## src/rtl/wb_stage_pkg.sv

```systemverilog
// wb_stage_pkg: shared opcode/state types and default memory wait for the writeback stage
package wb_stage_pkg;

    typedef enum logic [1:0] {
        WB_NONE,
        WB_ALU,
        WB_LOAD,
        WB_STORE
    } wb_op_t;

    typedef enum logic [1:0] {
        S_IDLE,
        S_MEM,
        S_WRITE
    } wb_state_t;

    localparam int WB_MEM_WAIT = 2;

endpackage

```

## src/rtl/wb_dmem.sv

```systemverilog
// wb_dmem: synchronous-write, registered-read byte memory; never reset so contents survive rst_n
module wb_dmem #(
    parameter int AW = 8
) (
    input  logic          clk,
    input  logic          we,
    input  logic [AW-1:0] addr,
    input  logic [7:0]    wdata,
    input  logic          re,
    output logic [7:0]    rdata
);

    logic [7:0] mem [2**AW];

    // Write and read share one address; the read lands in rdata one edge after re
    always_ff @(posedge clk) begin
        if (we) mem[addr] <= wdata;
        if (re) rdata <= mem[addr];
    end

endmodule

```

## src/rtl/wb_stage.sv

```systemverilog
// wb_stage: writeback stage with wait-stated data memory; WB_BYPASS_EN adds forwarding outputs
module wb_stage
    import wb_stage_pkg::*;
#(
    parameter int raw      = 4,
    parameter int MEM_AW   = 8,
    parameter int MEM_WAIT = WB_MEM_WAIT
) (
    input  logic           clk,
    input  logic           rst_n,
    input  logic           in_valid,
    output logic           in_ready,
    input  wb_op_t         in_op,
    input  logic           in_to_acc,
    input  logic [raw-1:0] in_dst,
    input  logic [7:0]     in_result,
    input  logic [7:0]     in_store_data,
    output logic           acc_wen,
    output logic           reg_wen,
    output logic [raw-1:0] write_addr_o,
    output logic [7:0]     write_data_o,
    output logic           busy_o
`ifdef WB_BYPASS_EN
    ,
    output logic           fwd_valid_o,
    output logic           fwd_acc_o,
    output logic [raw-1:0] fwd_addr_o,
    output logic [7:0]     fwd_data_o
`endif
);

    wb_state_t         state, state_n;
    logic [2:0]        cnt;
    logic [MEM_AW-1:0] maddr;
    logic [7:0]        mwdata;
    logic              mload;
    logic              to_acc;
    logic [raw-1:0]    dst;
    logic [7:0]        data;
    logic              from_mem;
    logic [7:0]        rdata;
    logic              accept, mem_go;

    assign in_ready = state != S_MEM;
    assign busy_o   = state == S_MEM;
    assign accept   = in_valid && in_ready;
    assign mem_go   = state == S_MEM && cnt == 3'd0;

    // Next state: memory waits count down, otherwise follow the accepted op or drop to idle
    always_comb begin
        state_n = S_IDLE;
        if (state == S_MEM)
            state_n = cnt != 3'd0 ? S_MEM : (mload ? S_WRITE : S_IDLE);
        else if (accept)
            state_n = in_op == WB_ALU ? S_WRITE : (in_op == WB_NONE ? S_IDLE : S_MEM);
    end

    // State, wait counter and latched transaction fields
    always_ff @(posedge clk or negedge rst_n) begin
        if (!rst_n) begin
            state    <= S_IDLE;
            cnt      <= 3'd0;
            maddr    <= '0;
            mwdata   <= 8'd0;
            mload    <= 1'b0;
            to_acc   <= 1'b0;
            dst      <= '0;
            data     <= 8'd0;
            from_mem <= 1'b0;
        end else begin
            state <= state_n;
            if (state == S_MEM) cnt <= cnt - 3'd1;
            if (accept && in_op == WB_ALU) begin
                data     <= in_result;
                dst      <= in_dst;
                to_acc   <= in_to_acc;
                from_mem <= 1'b0;
            end
            if (accept && (in_op == WB_LOAD || in_op == WB_STORE)) begin
                cnt    <= 3'(MEM_WAIT - 1);
                maddr  <= in_result[MEM_AW-1:0];
                mwdata <= in_store_data;
                mload  <= in_op == WB_LOAD;
            end
            if (accept && in_op == WB_LOAD) begin
                dst      <= in_dst;
                to_acc   <= in_to_acc;
                from_mem <= 1'b1;
            end
        end
    end

    wb_dmem #(.AW(MEM_AW)) u_dmem (
        .clk   (clk),
        .we    (mem_go && !mload),
        .addr  (maddr),
        .wdata (mwdata),
        .re    (mem_go && mload),
        .rdata (rdata)
    );

    // Load results come straight from the memory read register, ALU results from the latch
    assign write_data_o = from_mem ? rdata : data;
    assign write_addr_o = to_acc ? '0 : dst;
    assign acc_wen      = state == S_WRITE && to_acc;
    assign reg_wen      = state == S_WRITE && !to_acc;

`ifdef WB_BYPASS_EN
    assign fwd_valid_o = acc_wen | reg_wen;
    assign fwd_acc_o   = fwd_valid_o & to_acc;
    assign fwd_addr_o  = fwd_valid_o ? write_addr_o : '0;
    assign fwd_data_o  = fwd_valid_o ? write_data_o : 8'd0;
`endif

endmodule

```

## config.mk

```make
export PLATFORM = sky130hd
export DESIGN_NAME = wb_stage
export DESIGN_NICKNAME = d
export VERILOG_FILES = /design/src/rtl/wb_stage_pkg.sv /design/src/rtl/wb_dmem.sv /design/src/rtl/wb_stage.sv
export SDC_FILE = /design/constraint.sdc
export NUM_CORES = 2
export LEC_CHECK = 0
export CAP_MARGIN = 20
export CORE_ASPECT_RATIO = 0.8
export CORE_MARGIN = 1
export CORE_UTILIZATION = 35
export CTS_CLUSTER_DIAMETER = 120
export DETAILED_ROUTE_END_ITERATION = 10
export PLACE_DENSITY = 0.46
export SETUP_SLACK_MARGIN = 0.15
export SLEW_MARGIN = 20
export SYNTH_ARGS = -nofsm -noshare
export SYNTH_HDL_FRONTEND = slang
export SYNTH_SLANG_ARGS = --single-unit
```

## constraint.sdc

```tcl
create_clock -name clk -period 4.91 [get_ports clk]
set_input_delay 0.491 -clock clk [delete_from_list [all_inputs] [get_ports clk]]
set_output_delay 0.491 -clock clk [all_outputs]
set_load 0.1 [all_outputs]
```

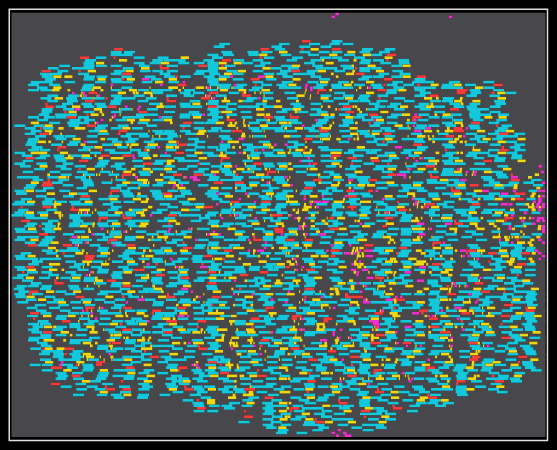
(images/placement_by_type.png)
Drawn at 1 px/µm. Fill, decap, tap and diode cells in gray.
| class | color | cells |
|---|---|---|
| remaining buffers and delay cells | magenta | 310 |
| clock drivers and dummy loads | red | 383 |
| sequential cells | cyan | 2092 |
| combinational and other logic | yellow | 1314 |

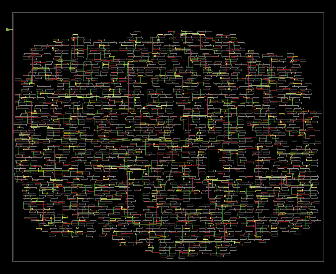
(images/clocks.png)
total clock sinks: 2092
later-pin clock latency in the skew report: 0.86 ns
Power Clock: 15.7 mW
post-route clock skew: 0.0590 ns
layout sequential cell count: 2092

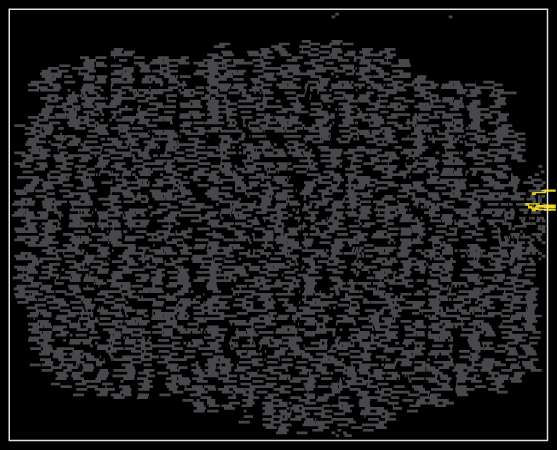
(images/io_fan.png)
Drawn at 1 px/µm.
| port | color | direction | edge | end cells | wire |
|---|---|---|---|---|---|
| in_dst | yellow | input | right | 4 | 74.0 µm |

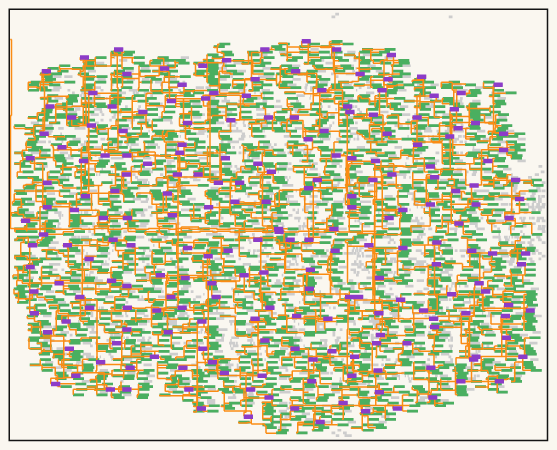
(images/clk_routes.png)
Drawn at 1 px/µm.
[clock wires] orange | length: 26.5 mm
[flip-flops] green | count: 2092
[clock drivers] purple | count: 215
flops lie: all over the die

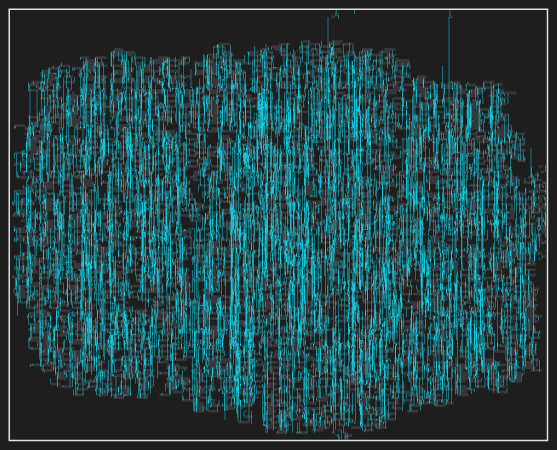
(images/layer_met2.png)
Drawn at 1 px/µm. Cells faint in the background.
nets with wire on the layer: 3522
wire length on this layer: 96.1 mm
main direction: vertical
share of all routed wire: 43%
longest straight run: 168 µm

==> run_results.csv <==
group,metric,value,unit
routing,detailroute.wirelength.met2,96100,µm
pwr,power_switching,18.3,mW
worst_setup_path,regToRegSetupSlack,0.90,ns
finish,final_area,92400,µm²
place,gp_routability_congestion,0.769,
logic_synthesis,yosysChipArea,80100,µm²
timing,max_clock_freq,0.249,GHz
pwr,pwr-share-clk,28.2,%
floorplanning,top_level_ports,42,
outcome,run_status,"complete, no violations",
global_routing,wire_length_of_the_first_global_routing_pass,312000,µm
pwr,power-per-cell-area,602,nW/µm²
clock_network,holdBufCountCts,1,
worst_setup_path,critPathSlowestCell,"dfrtp_4",
timing,worst_slew_margin,28.5,%
logic_synthesis,area_share_of_the_largest_cell_type_after_synthesis,77.1,%
pwr,power.combinational.fraction,29.6,%
timing,final_min_period_over_clock_period,81.7,%
global_routing,antenna_found_initial,13,
timing,post-route-worst-setup-slack,0.900,ns
logic_synthesis,mappedNetlistNets,3665,
job,cap_violations,0,
timing,setup_tns_final,0,ns
floorplanning,die_outline_width,537,µm
floorplanning,core-area,227000,µm²
[layout make-up]
class,count,area (µm²)
Fill cell,19800,134000
Sequential cell,2092,62700
Multi-Input combinational cell,1310,16500
Clock buffer,283,5800
Tap cell,3002,3760
Timing Repair Buffer,310,2930
Clock inverter,100,772
Antenna cell,7,17.5
Inverter,4,15.0
[state kept, by name, indices dropped and copies added, names as in the netlist]
| name | flops |
|---|---|
| to_acc | 1 |
| data | 8 |
| state | 2 |
| dst | 4 |
| maddr | 8 |
| cnt | 3 |
| from_mem | 1 |
| u_dmem.rdata | 8 |
| mload | 1 |
| u_dmem.mem | 2048 |
| mwdata | 8 |
[how the worst max path moves through the flow]
| stage | from | endpoint | slack, ns |
|---|---|---|---|
| 2_1_floorplan | mwdata[0] | u_dmem.mem[0][0] | 0.93 |
| 3_3_place_gp | maddr[0] | u_dmem.rdata[3] | 0.79 |
| 3_5_place_dp | maddr[0] | u_dmem.rdata[6] | 0.78 |
| 4_1_cts | maddr[0] | u_dmem.rdata[6] | 0.74 |
| 5_1_grt | maddr[0] | u_dmem.rdata[6] | 0.68 |
| 6_report | maddr[0] | u_dmem.rdata[6] | 0.90 |
[layout by cell type (no fill, tap or decap), drive strengths merged]
master and count:
edfxtp 2056, mux4 512, clkbuf 283, buf 269
nor2 264, a22oi 256, a21oi 128, clkinv 81
clkdlybuf4s50 40, mux2 37, dfrtp 36, nand2 34
o41ai 32, bufinv 11, nor2b 10, nand4 8
o21ai 8, diode 7, nand3 7, inv 7
clkinvlp 5, nand2b 3, nor3b 2, ha 2
and2 2, or2 1, nor4bb 1, and3 1
and3b 1, nand4b 1, dlygate4sd3 1
Power and IR drop assume default switching activity.
